--- config.mk ---
export PLATFORM = sky130hd
export DESIGN_NAME = instr_fetch_queue
export DESIGN_NICKNAME = d
export VERILOG_FILES = /design/src/rtl/instr_fetch_queue.sv
export SDC_FILE = /design/constraint.sdc
export NUM_CORES = 1
export LEC_CHECK = 0
export CAP_MARGIN = 20
export CORE_ASPECT_RATIO = 1.25
export CORE_MARGIN = 4
export CORE_UTILIZATION = 54
export CTS_BUF_LIST = sky130_fd_sc_hd__clkbuf_4
export DETAILED_ROUTE_END_ITERATION = 8
export PLACE_DENSITY = 0.8
export RECOVER_POWER = 25
export SLEW_MARGIN = 5
export SYNTH_ARGS = -nofsm -noshare
export SYNTH_HDL_FRONTEND = slang
export SYNTH_SLANG_ARGS = --single-unit
--- constraint.sdc ---
create_clock -name clk -period 7.8 [get_ports clk]
set_input_delay 2.34 -clock clk [delete_from_list [all_inputs] [get_ports clk]]
set_output_delay 2.34 -clock clk [all_outputs]
set_load 0.01 [all_outputs]
--- src/rtl/instr_fetch_queue.sv ---
// Fetch stage around the PC register: one imem read per PC, returned words queued with their PCs for decode.
// Latency: pc_next is combinational; a word reaches inst_valid the cycle after its imem_rvalid (2 cycles/instr best case).
// Backpressure: no request is issued while the queue is full; decode stalls via inst_ready; a redirect flushes everything.
module instr_fetch_queue #(
    parameter int          DEPTH    = 4,
    parameter logic [31:0] RESET_PC = 32'h0000_0000
) (
    input  logic        clk,
    input  logic        reset,
    input  logic [31:0] pc_cur,
    output logic [31:0] pc_next,
    output logic        imem_req,
    output logic [31:0] imem_addr,
    input  logic        imem_gnt,
    input  logic        imem_rvalid,
    input  logic [31:0] imem_rdata,
    input  logic        redirect_valid,
    input  logic [31:0] redirect_pc,
    output logic        inst_valid,
    output logic [31:0] inst,
    output logic [31:0] inst_pc,
    input  logic        inst_ready
);

    localparam int          AW      = $clog2(DEPTH);
    localparam logic [AW:0] FULL    = (AW+1)'(DEPTH);
    localparam logic [31:0] NOP     = 32'h0000_0013;

    typedef enum logic [1:0] {
        IDLE      = 2'd0,
        WAIT_RESP = 2'd1,
        DISCARD   = 2'd2
    } state_t;

    state_t          state;
    state_t          state_nxt;
    logic [31:0]     req_pc;
    logic [31:0]     q_inst [DEPTH];
    logic [31:0]     q_pc   [DEPTH];
    logic [AW-1:0]   rd_ptr;
    logic [AW-1:0]   wr_ptr;
    logic [AW:0]     count;
    logic            push;
    logic            pop;
    logic            fire;

    assign imem_addr = pc_cur;
    assign fire      = imem_req & imem_gnt;

    // Request FSM: at most one read in flight; a redirect mid-read turns the pending response into garbage to drop.
    always_comb begin
        state_nxt = state;
        imem_req  = 1'b0;
        push      = 1'b0;
        case (state)
            IDLE: begin
                imem_req = (count < FULL) & ~redirect_valid;
                if (imem_req && imem_gnt) begin
                    state_nxt = WAIT_RESP;
                end
            end
            WAIT_RESP: begin
                if (imem_rvalid) begin
                    push      = ~redirect_valid;
                    state_nxt = IDLE;
                end else if (redirect_valid) begin
                    state_nxt = DISCARD;
                end
            end
            DISCARD: begin
                if (imem_rvalid) begin
                    state_nxt = IDLE;
                end
            end
            default: state_nxt = IDLE;
        endcase
        if (reset) begin
            imem_req = 1'b0;
            push     = 1'b0;
        end
    end

    // FSM state register.
    always_ff @(posedge clk) begin
        if (reset) begin
            state <= IDLE;
        end else begin
            state <= state_nxt;
        end
    end

    // Remember which PC the outstanding read belongs to.
    always_ff @(posedge clk) begin
        if (fire) begin
            req_pc <= pc_cur;
        end
    end

    // Next PC: reset wins, then redirect (word aligned), then advance on grant, else hold.
    always_comb begin
        pc_next = pc_cur;
        if (reset) begin
            pc_next = RESET_PC;
        end else if (redirect_valid) begin
            pc_next = {redirect_pc[31:2], 2'b00};
        end else if (fire) begin
            pc_next = pc_cur + 32'd4;
        end
    end

    // Queue head presentation; a redirect cycle hides the head so decode cannot consume a flushed entry.
    assign inst_valid = ~reset & (count != '0) & ~redirect_valid;
    assign pop        = inst_valid & inst_ready;
    assign inst       = (count != '0) ? q_inst[rd_ptr] : NOP;
    assign inst_pc    = (count != '0) ? q_pc[rd_ptr]   : 32'h0;

    // Queue pointers and occupancy; redirect flushes at the next edge.
    always_ff @(posedge clk) begin
        if (reset || redirect_valid) begin
            rd_ptr <= '0;
            wr_ptr <= '0;
            count  <= '0;
        end else begin
            if (push) begin
                wr_ptr <= wr_ptr + 1'b1;
            end
            if (pop) begin
                rd_ptr <= rd_ptr + 1'b1;
            end
            case ({push, pop})
                2'b10:   count <= count + 1'b1;
                2'b01:   count <= count - 1'b1;
                default: count <= count;
            endcase
        end
    end

    // Queue storage; push is already suppressed during reset and redirect.
    always_ff @(posedge clk) begin
        if (push) begin
            q_inst[wr_ptr] <= imem_rdata;
            q_pc[wr_ptr]   <= req_pc;
        end
    end

endmodule

Clock nets:
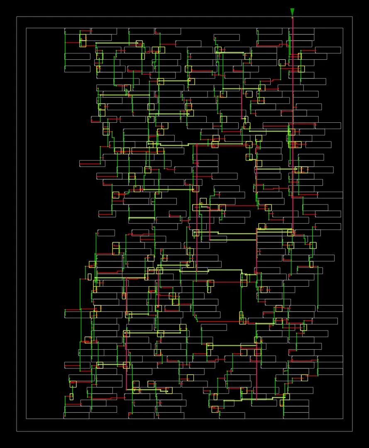
# clk buffers: 102
Clock Power: 1.24 mW
Latency at later pin: 0.64 ns
Fin Clk Skew: 0.0450 ns

Where the registers sit:
Scale bar: 50 µm. Other sequential cells in the stronger gray, the rest of the logic in the fainter gray.
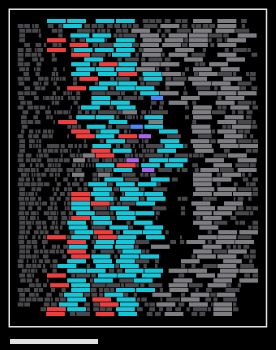
Key: purple = count [flops 3]; blue = rd_ptr [flops 2]; cyan = q_pc [flops 128]; red = req_pc [flops 32, where a column on the left]
Another 134 sequential cells are not colored.
Reg area: 0.00888 mm²
Final Core Density: 70.2%

==> out/qor.txt <==
Outcome: complete, no violations
Grt ovf: 0
Psw: 666 µW
Power share of the clock group: 38.7%
Die Area: 0.0259 mm²
Highest metal used: met4
Tool warnings: 31
Combinational power: 198 µW
CTS Hold Bufs: 0
GRT Total Usage: 22.6%
WL final: 28800 µm
Post-DR vias/cell: 5.73
Int Power: 2.54 mW
Yosys cell count: 746
Unique cell types: 48
Worst vdd ir: 0.0000835 V
CTS buffer count: 71
CP Launch Point: reset
Largest net degree at the start of global routing: 65
Most numerous logic cell after layout: edfxtp_1
CTS clock-pin slew for the worst setup and hold paths: 0.06 ns
HPWL after DPL: 18200 µm
Post-Synthesis Net Count: 855
Comb pwr share: 6.2%
Slew Viols, Final: 0
Mux frac, synth: 11.5%
Zoomed window:
Scale bar: 20 µm. Region (47, 100) to (97, 150) µm. Cells in gray, sequential cells in the stronger gray; small squares are vias.
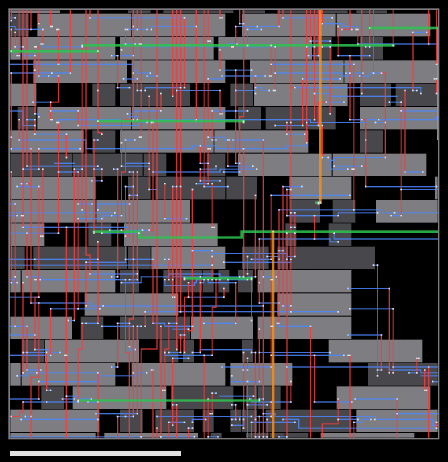
Key: red = M2; orange = M4; green = M3; blue = M1
Most frequent: edfxtp_1 (38), clkbuf_4 (19), mux4_2 (8). 97 logic cells have their middle in the window. Netlist names of flops here include q_pc (28), q_inst (7), req_pc (3). Sequential cells in the window: 43.

[routing by layer]
layer	up-vias	global-route usage [%]
met5	-	0
met1	3822	26.8
li1	3521	-
met4	0	9.45
met3	59	5.52
met2	359	39.2
[area by class of cell]
class | instances | area, µm²
sequential | 299 | 8880
tap | 288 | 360
timing repair buffer | 270 | 2650
clock inverter | 20 | 138
multi-input combinational | 361 | 3340
clock buffer | 102 | 766
inverter | 14 | 52.6
fill | 1545 | 6860
antenna | 1 | 2.50
[worst max-delay path: stages]
cell	delay [ns]
clkdlybuf4s50_1	0.48
or4_4	0.54
or3_4	0.46
buf_4	0.17
or4_1	0.40
a311oi_1	0.32
clkdlybuf4s50_1	0.60
[registers in the layout (all words and copies together) (netlist names), named ones only]
name    cells
state       2
rd_ptr      2
req_pc     32
count       3
q_pc      128
wr_ptr      2
q_inst    128
Power figures rest on the tool's default switching activity, not on a simulated workload.
